===== config.mk =====
export PLATFORM = sky130hd
export DESIGN_NAME = display_scan_controller
export DESIGN_NICKNAME = d
export VERILOG_FILES = /design/src/rtl/display_scan_controller.sv
export SDC_FILE = /design/constraint.sdc
export NUM_CORES = 1
export LEC_CHECK = 0
export CELL_PAD_IN_SITES_DETAIL_PLACEMENT = 1
export CELL_PAD_IN_SITES_GLOBAL_PLACEMENT = 1
export CORE_MARGIN = 3
export CORE_UTILIZATION = 38
export DETAILED_ROUTE_END_ITERATION = 8
export PLACE_DENSITY_LB_ADDON = 0.15
export SLEW_MARGIN = 10
export SYNTH_ARGS = -nofsm -noshare
export SYNTH_HDL_FRONTEND = slang
export SYNTH_SLANG_ARGS = --single-unit

===== constraint.sdc =====
create_clock -name clk -period 1.5 [get_ports clk]
set_input_delay 0.15 -clock clk [delete_from_list [all_inputs] [get_ports clk]]
set_output_delay 0.15 -clock clk [all_outputs]
set_load 0.005 [all_outputs]

===== src/rtl/display_scan_controller.sv =====
// Binary-to-BCD display controller: accepts a value over valid/ready, runs a serial
// double-dabble conversion, then updates all digit outputs at once. Optional blink: DISPLAY_BLINK_EN.
module display_scan_controller #(
    parameter int DIGITS    = 4,
    parameter int WIDTH     = 14,
    parameter int BLINK_DIV = 25000000
) (
    input  logic                  clk,
    input  logic                  reset,
    input  logic                  load_valid,
    output logic                  load_ready,
    input  logic [WIDTH-1:0]      value,
    input  logic                  blank_lz,
`ifdef DISPLAY_BLINK_EN
    input  logic                  blink,
`endif
    output logic [4*DIGITS-1:0]   digit_bcd,
    output logic [DIGITS-1:0]     digit_en,
    output logic                  overflow,
    output logic                  busy
);

    localparam int BCD_W = 4 * DIGITS;
    localparam int CNT_W = (WIDTH > 1) ? $clog2(WIDTH + 1) : 1;

    function automatic longint unsigned pow10(input int n);
        longint unsigned p;
        p = 1;
        for (int k = 0; k < n; k++) begin
            p = p * 10;
        end
        return p;
    endfunction

    localparam longint unsigned MAX_VAL  = pow10(DIGITS) - 1;
    localparam logic [WIDTH-1:0] SAT_VAL = WIDTH'(MAX_VAL);
    localparam logic [CNT_W-1:0] LAST_SHIFT = CNT_W'(WIDTH - 1);

    typedef enum logic [1:0] {
        S_IDLE,
        S_SHIFT,
        S_COMMIT
    } state_t;

    state_t state_q, state_d;

    logic                 accept, shift_en, commit_en;
    logic                 sat;
    logic [WIDTH-1:0]     bin_q, bin_d;
    logic [BCD_W-1:0]     bcd_q, bcd_d;
    logic [BCD_W-1:0]     bcd_adj;
    logic [CNT_W-1:0]     cnt_q, cnt_d;
    logic                 blank_q, blank_d;
    logic                 ovf_pend_q, ovf_pend_d;
    logic [BCD_W-1:0]     digit_bcd_q, digit_bcd_d;
    logic [DIGITS-1:0]    digit_en_q, digit_en_d;
    logic                 overflow_q, overflow_d;
    logic [DIGITS-1:0]    nz;
    logic [DIGITS-1:0]    en_commit;

    // Values that cannot fit in DIGITS decimal digits are clamped to all nines.
    assign sat = (64'(value) > 64'(MAX_VAL));

    always_ff @(posedge clk or posedge reset) begin
        if (reset) begin
            state_q <= S_IDLE;
        end else begin
            state_q <= state_d;
        end
    end

    always_comb begin
        state_d = state_q;
        case (state_q)
            S_IDLE:   if (load_valid) state_d = S_SHIFT;
            S_SHIFT:  if (cnt_q == LAST_SHIFT) state_d = S_COMMIT;
            S_COMMIT: state_d = S_IDLE;
            default:  state_d = S_IDLE;
        endcase
    end

    always_comb begin
        load_ready = (state_q == S_IDLE);
        busy       = ~load_ready;
        accept     = load_ready & load_valid;
        shift_en   = (state_q == S_SHIFT);
        commit_en  = (state_q == S_COMMIT);
    end

    genvar gi;
    generate
        for (gi = 0; gi < DIGITS; gi++) begin : g_digit
            assign bcd_adj[4*gi +: 4] = (bcd_q[4*gi +: 4] >= 4'd5) ? (bcd_q[4*gi +: 4] + 4'd3)
                                                                 : bcd_q[4*gi +: 4];
            assign nz[gi] = |bcd_q[4*gi +: 4];
            // A digit stays lit if blanking is off or any digit at or above it is nonzero.
            if (gi == 0) begin : g_lsd
                assign en_commit[gi] = 1'b1;
            end else begin : g_upper
                assign en_commit[gi] = ~blank_q | (|nz[DIGITS-1:gi]);
            end
        end
    endgenerate

    always_comb begin
        bin_d       = bin_q;
        bcd_d       = bcd_q;
        cnt_d       = cnt_q;
        blank_d     = blank_q;
        ovf_pend_d  = ovf_pend_q;
        digit_bcd_d = digit_bcd_q;
        digit_en_d  = digit_en_q;
        overflow_d  = overflow_q;
        if (accept) begin
            bin_d      = sat ? SAT_VAL : value;
            bcd_d      = '0;
            cnt_d      = '0;
            blank_d    = blank_lz;
            ovf_pend_d = sat;
        end else if (shift_en) begin
            {bcd_d, bin_d} = {bcd_adj, bin_q} << 1;
            cnt_d          = cnt_q + CNT_W'(1);
        end
        if (commit_en) begin
            digit_bcd_d = bcd_q;
            digit_en_d  = en_commit;
            overflow_d  = ovf_pend_q;
        end
    end

    always_ff @(posedge clk or posedge reset) begin
        if (reset) begin
            bin_q       <= '0;
            bcd_q       <= '0;
            cnt_q       <= '0;
            blank_q     <= 1'b0;
            ovf_pend_q  <= 1'b0;
            digit_bcd_q <= '0;
            digit_en_q  <= DIGITS'(1);
            overflow_q  <= 1'b0;
        end else begin
            bin_q       <= bin_d;
            bcd_q       <= bcd_d;
            cnt_q       <= cnt_d;
            blank_q     <= blank_d;
            ovf_pend_q  <= ovf_pend_d;
            digit_bcd_q <= digit_bcd_d;
            digit_en_q  <= digit_en_d;
            overflow_q  <= overflow_d;
        end
    end

    assign digit_bcd = digit_bcd_q;
    assign overflow  = overflow_q;

`ifdef DISPLAY_BLINK_EN
    localparam int BW = (BLINK_DIV > 1) ? $clog2(BLINK_DIV) : 1;
    localparam logic [BW-1:0] BLINK_LAST = BW'(BLINK_DIV - 1);

    logic [BW-1:0] blink_cnt_q, blink_cnt_d;
    logic          phase_q, phase_d;

    always_comb begin
        blink_cnt_d = blink_cnt_q + BW'(1);
        phase_d     = phase_q;
        if (blink_cnt_q == BLINK_LAST) begin
            blink_cnt_d = '0;
            phase_d     = ~phase_q;
        end
    end

    always_ff @(posedge clk or posedge reset) begin
        if (reset) begin
            blink_cnt_q <= '0;
            phase_q     <= 1'b0;
        end else begin
            blink_cnt_q <= blink_cnt_d;
            phase_q     <= phase_d;
        end
    end

    assign digit_en = (blink && phase_q) ? '0 : digit_en_q;
`else
    assign digit_en = digit_en_q;
`endif

endmodule


Wiring by layer:
Only two layers are drawn.
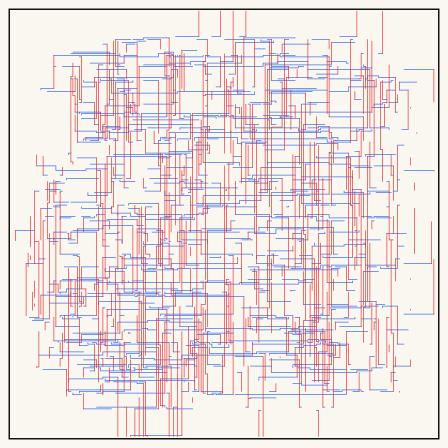
| colour | layer | wire length |
|---|---|---|
| red | met2 | 4140 um |
| blue | met1 | 3350 um |

Metal 4:
Cells faint in the background.
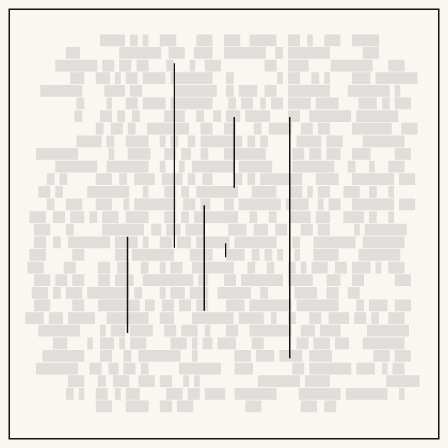
wire length on this layer: 152 um
nets with wire on the layer: 4
share of all routed wire: 1.9%
longest straight run: 51.7 um
Vias: 2389
final WL: 7.851 mm

Floorplan with the power grid:
Scale bar: 20 um. Pins as bars on the die edge. Tap cells in grey.
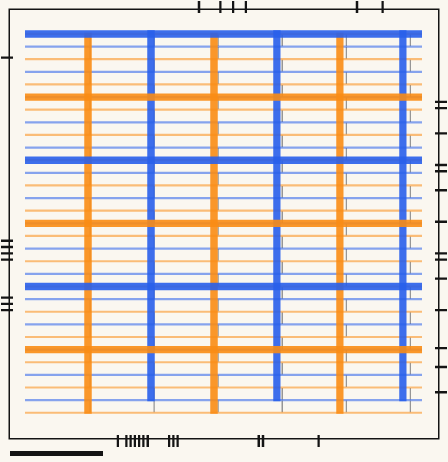
| colour | net |
|---|---|
| blue | VDD |
| orange | VSS |
rows: 30
met4 straps: 6

==> flow_metrics.env <==
# flow metrics
export IMPL_antenna_found_initial=0
export IMPL_critical_path_class="register to register"
export IMPL_ant_nets=0
export IMPL_root_buffer="clkbuf_8"
export IMPL_setup_tns_ns=-0.05764
export IMPL_cp_max_fo=21
export IMPL_vdd_drop_max_mv=0.8974
export IMPL_place_congestion=0.7697
export IMPL_worst_setup_path_end_kind="register"
export IMPL_min_period_ns=1.514
export IMPL_synthTopCellsByCount="58 x dfrtp_1, 20 x o21ai_1, 19 x a21oi_1"
export IMPL_drt_wirelength_per_cell_um=16.92
export IMPL_outcome="finished with violations"
export IMPL_top_cell="dfrtp_1"
export IMPL_grt_pass1_vias=2468
export IMPL_reg2reg_slack_ns=-0.01
export IMPL_startpoint="state_q[1]"
export IMPL_layout_top_cell="dfrtp_1"
export IMPL_crit_family="flip-flops"
export IMPL_edf_count=0
export IMPL_netlist_area_sq_mm=0.002824
export IMPL_fin_skew_ns=0.009560
export IMPL_reg2reg_to="bin_q[8]"
export IMPL_grt_pass1_wl_mm=12.07
export IMPL_antenna_cells=0
export IMPL_cts_max_path_buffers=2
export IMPL_power_density_mw_per_mm2=2187
export IMPL_switching_share=0.3578
export IMPL_rows=30
export IMPL_startpoint_type="register"
export IMPL_fin_ws_ns=-0.01423
export IMPL_power_leakage_uw=0.001883
export IMPL_final_area_sq_mm=0.004177
export IMPL_drc=0
export IMPL_critPathMaxStageDelay_ns=0.43
export IMPL_whs_ns=0.2373
export IMPL_ys_types=44
export IMPL_die_h_um=92.21
export IMPL_finalNonFillerCells=464
export IMPL_ys_area_sq_mm=0.002824
export IMPL_cts_sinks=58
export IMPL_numCtsBuffers=9
export IMPL_report_power_total_uw=9134
export IMPL_path_clk_slew_ns=0.07
export IMPL_core_area_sq_mm=0.006982
export IMPL_top_area_frac=0.5140
export IMPL_overflow=0
export IMPL_die_width_um=92.21
export IMPL_synthArstFlopShare=1.000
export IMPL_crit_arrival_ns=1.79
export IMPL_r2r_start="state_q[1]"
export IMPL_top_cells_by_area="dfrtp_1 51%, ha_1 5.8%, mux2_2 5.2%"
export IMPL_warnings=36
export IMPL_critPathCapture="bin_q[8]"
export IMPL_synth_warnings=0
export IMPL_grt_max_degree=59
export IMPL_r2r_cells=5
export IMPL_fmax_mhz=660.4
export IMPL_rsz0062_at_grt="true"
export IMPL_yosys_cells=267
export IMPL_finish_net_count=394
export IMPL_cap_violations=0
export IMPL_fillCellCount=779
export IMPL_die_area_sq_mm=0.008502
export IMPL_setup_viol=7
export IMPL_io_pins=41
export IMPL_place_area_sq_mm=0.003650
export IMPL_floorplan_nets=298
export IMPL_syn_to_final_growth_pct=47.90
export IMPL_routed_via_density=5.149
export IMPL_layout_top_cells="57 x dfrtp_1, 52 x buf_4, 37 x clkdlybuf4s50_1"
export IMPL_synth_main_ff_cell="dfrtp_1"
export IMPL_h_tree_depth=3
export IMPL_slew_viol_final=0
export IMPL_path_cells="buf_6 > or3b_4 > buf_12 > a21oi_4 > a211o_1"
export IMPL_netSwitchingPower_uw=3268
export IMPL_crit_required_ns=1.77
export IMPL_dp_cells=435
export IMPL_p_int_uw=5866
export IMPL_drt_iter0_markers=56
export IMPL_hold_violations=0
export IMPL_io_buffers=39
export IMPL_violations="setup timing"
export IMPL_ys_flops=58
export IMPL_clock_latency_ns=0.34
export IMPL_fp_util=0.4045
export IMPL_hpwl_mm=5.000
export IMPL_crit_slowest_cell="dfrtp_2"
export IMPL_combPwrFrac=0.516
export IMPL_p_seq_frac=0.310
export IMPL_post_place_ws_ns=-0.2397
export IMPL_dr_pass1_iters=6
export IMPL_layout_drive_gt1_share=0.3696
Layout detail:
Region (57, 11) to (82, 36) um. Cells in grey, sequential cells in the stronger grey; small squares are vias.
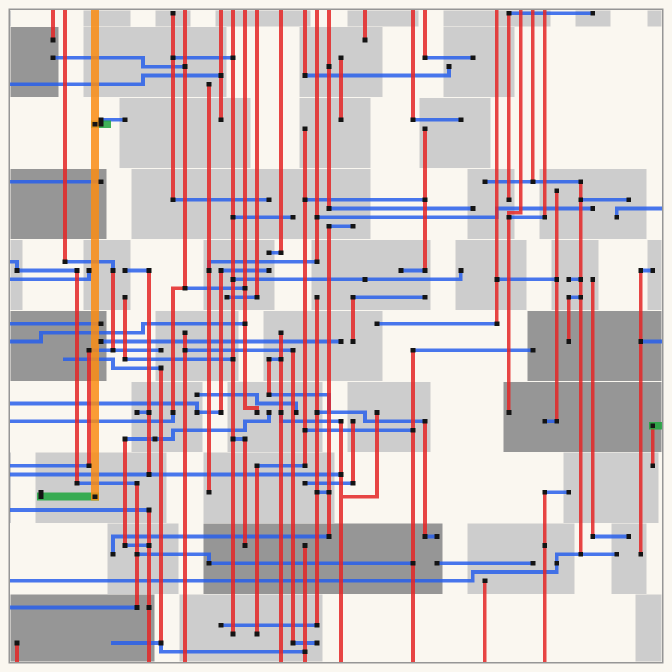
| colour | layer |
|---|---|
| blue | met1 |
| green | met3 |
| orange | met4 |
| red | met2 |
netlist names of flops here include: `digit_bcd` (3), `bcd_q` (1)
most frequent: buf_4 (5), dfrtp_1 (4)
cells with their middle in the window: 30
sequential cells in the window: 4

Routing congestion:
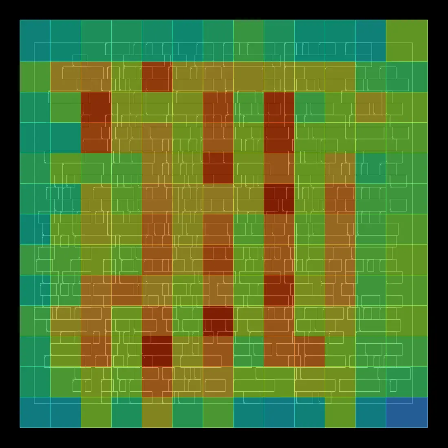
global-route track usage on met1: 0.2377
Core Util, Final: 0.5982
routing usage on met3: 0.03527
GR peak layer: met2
total track usage: 0.1821

==> cell type report <==
class	count	area (sq um)	share of cell area
clock buffers	15	186.4	0.04464
clock inverters	1	30.03	0.007190
inverters	11	45.04	0.01078
multi-input cells	183	1433	0.3430
flip-flops and latches	58	1453	0.3478
well taps	96	120.1	0.02876
repair buffers	100	909.6	0.2178
==> what timing repair did <==
| item | CTS | global route |
|---|---|---|
| cloned | 0 | 1 |
| pin swaps | 2 | 8 |
| resized | 15 | 45 |
| endpoints found under the setup margin | 7 | 29 |
| setup buffers | 4 | 8 |
| hold buffers | 0 | 0 |
==> logic make-up (layout without fill, tap and decap cells) <==
group           after synthesis  count (layout)  share of synthesized area
mux                          19              19                    0.07532
other cells                   1               1                   0.001328
xor+xnor                      4               4                    0.01240
simple gates                 73              73                     0.1369
buf+inv                      26             127                    0.04519
flops                        58              58                     0.5140
compound gates               73              73                     0.1573
fa+ha+maj                    13              13                    0.05760
==> flip-flops by register name, indices dropped and copies added, names as in the netlist <==
name and count:
bcd_q 16, digit_bcd 16, bin_q 14, cnt_q 4, digit_en 3, state_q 2, blank_q 1, overflow 1
ovf_pend_q 1
==> routing by layer <==
layer / routed length, um / track usage
met3: 212 / 0.03527
met4: 151 / 0.08045
met1: 3346 / 0.2377
met2: 4140 / 0.2932
met5: 0 / 0
==> power groups by stage <==
stage	Clock, uW	Combinational [uW]	Sequential [uW]
after floorplan	0	2070	2680
after global placement	0	3590	2780
after detailed placement	0	3750	2820
after CTS	1600	3920	2800
after global routing	1710	5170	2940
final	1590	4710	2830
==> worst min-delay path: stages <==
cell and delay (ns):
clkdlybuf4s50_1 0.44, clkinvlp_4 0.10, buf_12 0.28
Power figures rest on the tool's default switching activity, not on a simulated workload.
